===== src/rtl/vec_mem_sequencer.sv =====
// Address sequencer for vector load/store: one memory request per element, address stepped by stride.
// Optional abort input enabled by defining VSEQ_ABORT_EN.
module vec_mem_sequencer #(
    parameter int unsigned VLEN_MAX = 16,
    parameter int unsigned ADDR_W   = 32
) (
    input  logic                            clk,
    input  logic                            rst_n,
    input  logic                            Start_IN,
    input  logic                            IsStore_IN,
    input  logic [ADDR_W-1:0]               Base_IN,
    input  logic [ADDR_W-1:0]               ExtImm_IN,
    input  logic [$clog2(VLEN_MAX+1)-1:0]   VLen_IN,
    input  logic                            MemReady_IN,
`ifdef VSEQ_ABORT_EN
    input  logic                            Abort_IN,
`endif
    output logic                            MemValid_OUT,
    output logic                            MemWrite_OUT,
    output logic [ADDR_W-1:0]               MemAddr_OUT,
    output logic [$clog2(VLEN_MAX)-1:0]     ElemIdx_OUT,
    output logic                            Busy_OUT,
    output logic                            Done_OUT
);

    localparam int unsigned LEN_W = $clog2(VLEN_MAX + 1);
    localparam int unsigned IDX_W = $clog2(VLEN_MAX);

    typedef enum logic [1:0] {
        IDLE  = 2'd0,
        ISSUE = 2'd1,
        DONE  = 2'd2
    } state_t;

    state_t              state_q, state_d;
    logic [ADDR_W-1:0]   addr_q, addr_d;
    logic [ADDR_W-1:0]   stride_q, stride_d;
    logic [IDX_W-1:0]    idx_q, idx_d;
    logic [LEN_W-1:0]    len_q, len_d;
    logic                store_q, store_d;
    logic                valid_q, busy_q, done_q;

    // State and operand registers; status flags are registered from the next state.
    always_ff @(posedge clk or negedge rst_n) begin
        if (!rst_n) begin
            state_q  <= IDLE;
            addr_q   <= '0;
            stride_q <= '0;
            idx_q    <= '0;
            len_q    <= '0;
            store_q  <= 1'b0;
            valid_q  <= 1'b0;
            busy_q   <= 1'b0;
            done_q   <= 1'b0;
        end else begin
            state_q  <= state_d;
            addr_q   <= addr_d;
            stride_q <= stride_d;
            idx_q    <= idx_d;
            len_q    <= len_d;
            store_q  <= store_d;
            valid_q  <= (state_d == ISSUE);
            busy_q   <= (state_d != IDLE);
            done_q   <= (state_d == DONE);
        end
    end

    // Next-state and operand update logic.
    always_comb begin
        state_d  = state_q;
        addr_d   = addr_q;
        stride_d = stride_q;
        idx_d    = idx_q;
        len_d    = len_q;
        store_d  = store_q;
        case (state_q)
            IDLE: begin
                if (Start_IN) begin
                    store_d  = IsStore_IN;
                    stride_d = ExtImm_IN;
                    addr_d   = Base_IN;
                    idx_d    = '0;
                    len_d    = (VLen_IN > LEN_W'(VLEN_MAX)) ? LEN_W'(VLEN_MAX) : VLen_IN;
                    state_d  = (len_d == '0) ? DONE : ISSUE;
                end
            end
            ISSUE: begin
                // Request is always valid here, so ready alone marks a handshake.
                if (MemReady_IN) begin
                    if (LEN_W'(idx_q) == len_q - LEN_W'(1)) begin
                        state_d = DONE;
                    end else begin
                        addr_d = addr_q + stride_q;
                        idx_d  = idx_q + IDX_W'(1);
                    end
                end
            end
            DONE:    state_d = IDLE;
            default: state_d = IDLE;
        endcase
`ifdef VSEQ_ABORT_EN
        if (Abort_IN && (state_q != IDLE)) begin
            state_d = IDLE;
        end
`endif
    end

    assign MemValid_OUT = valid_q;
    assign MemWrite_OUT = store_q;
    assign MemAddr_OUT  = addr_q;
    assign ElemIdx_OUT  = idx_q;
    assign Busy_OUT     = busy_q;
    assign Done_OUT     = done_q;

endmodule


===== config.mk =====
export PLATFORM = sky130hd
export DESIGN_NAME = vec_mem_sequencer
export DESIGN_NICKNAME = d
export VERILOG_FILES = /design/src/rtl/vec_mem_sequencer.sv
export SDC_FILE = /design/constraint.sdc
export NUM_CORES = 1
export LEC_CHECK = 0
export CAP_MARGIN = 20
export CORE_MARGIN = 3
export CORE_UTILIZATION = 25
export CTS_CLUSTER_SIZE = 10
export DETAILED_ROUTE_END_ITERATION = 12
export HOLD_SLACK_MARGIN = 0.06
export PLACE_DENSITY = 0.49
export SLEW_MARGIN = 0
export SYNTH_ARGS = -nofsm -noshare
export SYNTH_HDL_FRONTEND = slang
export SYNTH_SLANG_ARGS = --single-unit

===== constraint.sdc =====
create_clock -name clk -period 2.8 [get_ports clk]
set_input_delay 0.56 -clock clk [delete_from_list [all_inputs] [get_ports clk]]
set_output_delay 0.56 -clock clk [all_outputs]
set_load 0.03 [all_outputs]

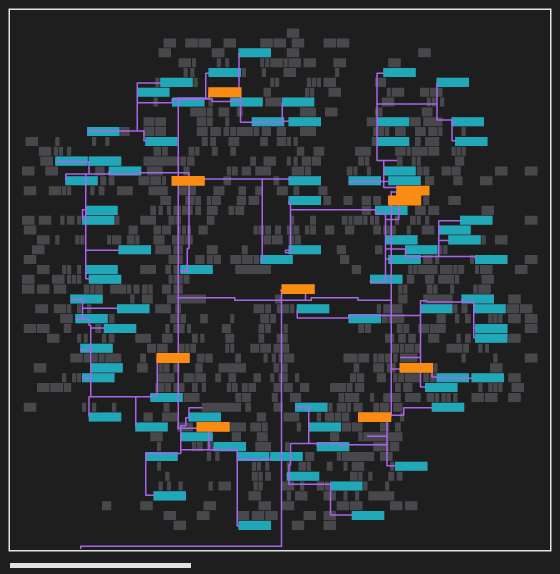
clock_wires.png
The bar under the picture is 50 um long.
[cyan] flip-flops | count: 79
[purple] clock wires | length: 1320 um
[orange] clock-net drivers | count: 9
flops lie: spread over the die
Clk. pwr: 0.00131 W
clock latency on the worst-skew pair: 350 ps
clock share of power: 0.125
Final Skew: 9.91 ps

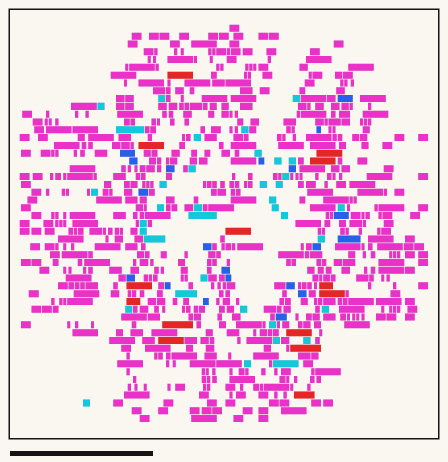
sizing.png
The bar under the picture is 50 um long.
[magenta] x1 and smaller | cells: 681
[blue] x2 | cells: 20
[cyan] x3 and x4 | cells: 37
[red] x6 and larger | cells: 14

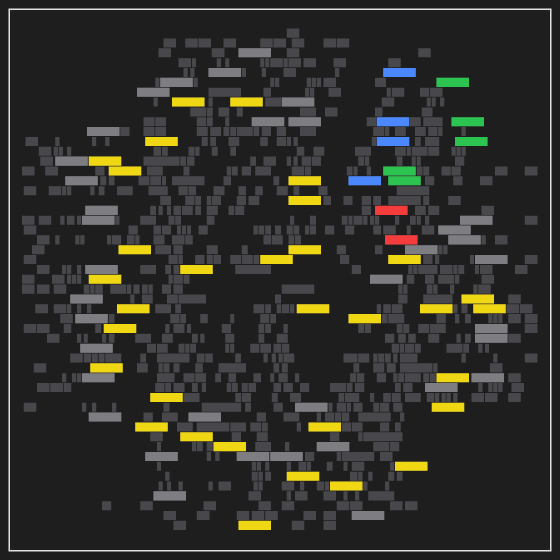
ff_map.png
Other sequential cells in the stronger grey, the rest of the logic in the fainter grey.
[yellow] MemAddr_OUT | sequential cells: 32
[green] len_q | sequential cells: 5 | where: top right
[blue] ElemIdx_OUT | sequential cells: 4
[red] state_q | sequential cells: 2
not coloured: 36
FF+latch area: 1980 um^2
flop share of the area: 0.278
fin util: 0.360

==> out/metrics.yaml <==
global_route:
  grt_pass1_wl_um: 27300
  track_usage: 0.155
finish:
  layout.cells.non_filler: 1017
  final_nets: 855
  antenna_cells: 0
  drive_gt1_frac: 0.0944
  area_growth_pct: 39.0
  fill_cells: 2068
  comb_area_um2: 3070
setup_path:
  worstSetupPathType: "reg2reg"
  worstPathArrival_ps: 2890
  cp-start-kind: "flop"
  critical_path_buf_inv_count: 0
  slowest_stage: "dfrtp_1"
logic_synthesis:
  syn_inst: 620
  synthDominantCellAreaShare: 0.386
  yosysWarningCount: 0
  numSynthFlops: 79
  ys_types: 65
  async_flop_share: 1.00
  synth_nets: 728
  edf_count: 0
  ys_area_um2: 5130
  top_area_cell: "dfrtp_1"
  synth_area_um2: 5130
pwr:
  ir_worst_vdd_mv: 0.457
  power_density_nw_per_um2: 1480
  p_leak_nw: 3.16
floorplan:
  die_height_um: 149
  row_count: 51
  core_um2: 19800
  io_pins: 114
  die_area_um2: 22300
  fp_util: 0.259
  fp.dieW_um: 149
placed_design:
  port_buffers: 113
final_timing:
  fin_setup_tns_ps: 0
  hold_violations: 0
  fmax_mhz: 375
  slew_headroom: 0.596
route:
  drc: 0
  vias_per_cell: 4.85
  first_pass_iters: 4
clocking:
  htree_levels: 3
status:
  status: "completed"
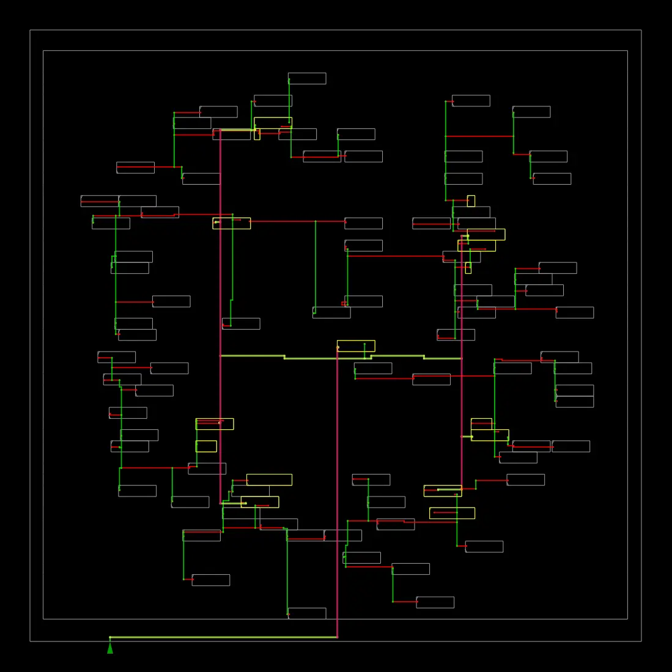
clock_nets.png
Sink Count: 79
Seq cells: 79
final-layout clock buffer total: 13
CTS buffer count: 9

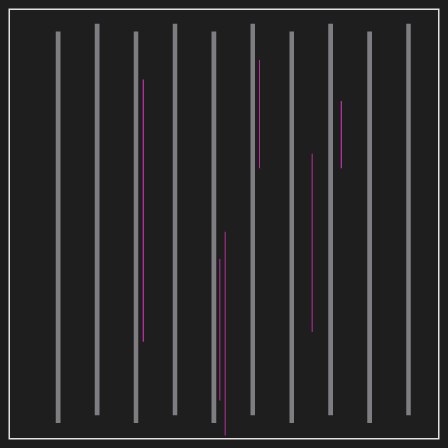
m4.png
Supply wires on this layer in grey.
nets with wire on the layer: 5
wire length on this layer: 333 um
routed via count: 4935
Total Wirelength: 16800 um

-- worst paths after layout --
check	to	slack, ps	cells past startpoint
setup / recovery	MemAddr_OUT[31]$_DFFE_PN0P_	130	9
hold / removal	MemAddr_OUT[19]$_DFFE_PN0P_	220	1
setup reg to reg	MemAddr_OUT[31]$_DFFE_PN0P_	130	9
hold reg to reg	stride_q[11]$_DFFE_PN0P_	480	2
max in group asynchronous	stride_q[19]$_DFFE_PN0P_	1960	2
min in group clk	stride_q[11]$_DFFE_PN0P_	480	2
-- cell type report --
type                    count  area share
flip-flops and latches     79       0.278
multi-input cells         500       0.431
clock inverters             3     0.00913
clock buffers              13      0.0365
repair buffers            144       0.193
inverters                  13     0.00685
well taps                 265      0.0465
-- report_power, final --
group          leakage (nW)  switching (W)  internal (W)  total (W)
Combinational          2.04        0.00405       0.00300    0.00705
Clock                 0.160       0.000483      0.000830    0.00131
Sequential            0.961       0.000472       0.00171    0.00218
Total                  3.16        0.00501       0.00554     0.0105
-- metal layers --
metal / share of wire / vias to the layer above / track usage
met4: 0.020 / 0 / 0.0563
met2: 0.45 / 100 / 0.242
li1: - / 2454 / -
met3: 0.031 / 17 / 0.0261
met1: 0.50 / 2364 / 0.215
met5: 0 / - / 0
-- cell usage in the layout, fill, tap and decap left out, types with 10 or more instances in the layout --
cell type / n
nand2_1: 152
clkdlybuf4s50_1: 112
dfrtp_1: 79
a21oi_1: 48
o21ai_0: 43
nor2_1: 33
ha_1: 31
buf_4: 31
xnor2_1: 17
inv_1: 13
nor3_1: 13
nand3_1: 13
nand4_1: 10
a21o_1: 10
-- synth_stat cells (2+ instances only) --
library cell,count
nand2_1,153
dfrtp_1,79
a21oi_1,51
o21ai_0,43
nor2_1,34
ha_1,33
clkbuf_1,23
xnor2_1,17
inv_1,13
nand3_1,13
nor3_1,13
a21o_1,10
nand4_1,10
a31oi_1,9
o21a_1,9
xor2_1,9
and3_1,8
nor2b_1,8
nand3b_1,6
a211oi_1,4
and2_1,4
o211ai_1,4
o21bai_1,4
o22ai_1,4
a21boi_0,3
buf_1,3
nand2b_1,3
a211o_1,2
a221oi_1,2
a22oi_1,2
and4_1,2
buf_2,2
nand4b_1,2
o21ai_1,2
o221ai_1,2
o31ai_1,2
o32ai_1,2
or2_2,2
or4_1,2
-- through the flow --
stage | setup WS (ps) | hold WS, ps | area [um^2]
6_report | 133 | 223 | 7120
5_1_grt | 3.44 | 261 | 7120
4_1_cts | 85.9 | 236 | 7040
3_5_place_dp | 10.0 | 470 | 6710
3_3_place_gp | 61.2 | 467 | 6710
2_1_floorplan | 72.3 | 264 | 5130
-- kinds of logic after synthesis --
| group | Yosys count | share of synthesized area |
|---|---|---|
| adder cells (fa/ha/maj) | 34 | 0.0845 |
| flip-flops | 79 | 0.386 |
| XOR/XNOR | 26 | 0.0444 |
| buffers and inverters | 41 | 0.0305 |
| multiplexers | 1 | 0.00195 |
| AND/OR/NAND/NOR | 267 | 0.236 |
| AND-OR/OR-AND | 172 | 0.217 |
-- timing repair --
action	CTS	global route
resized	1	12
setup buffers	0	3
pin swaps	1	4
hold buffers	0	0
endpoints found under the setup margin	1	7
Power is estimated from default activity; no workload was simulated.
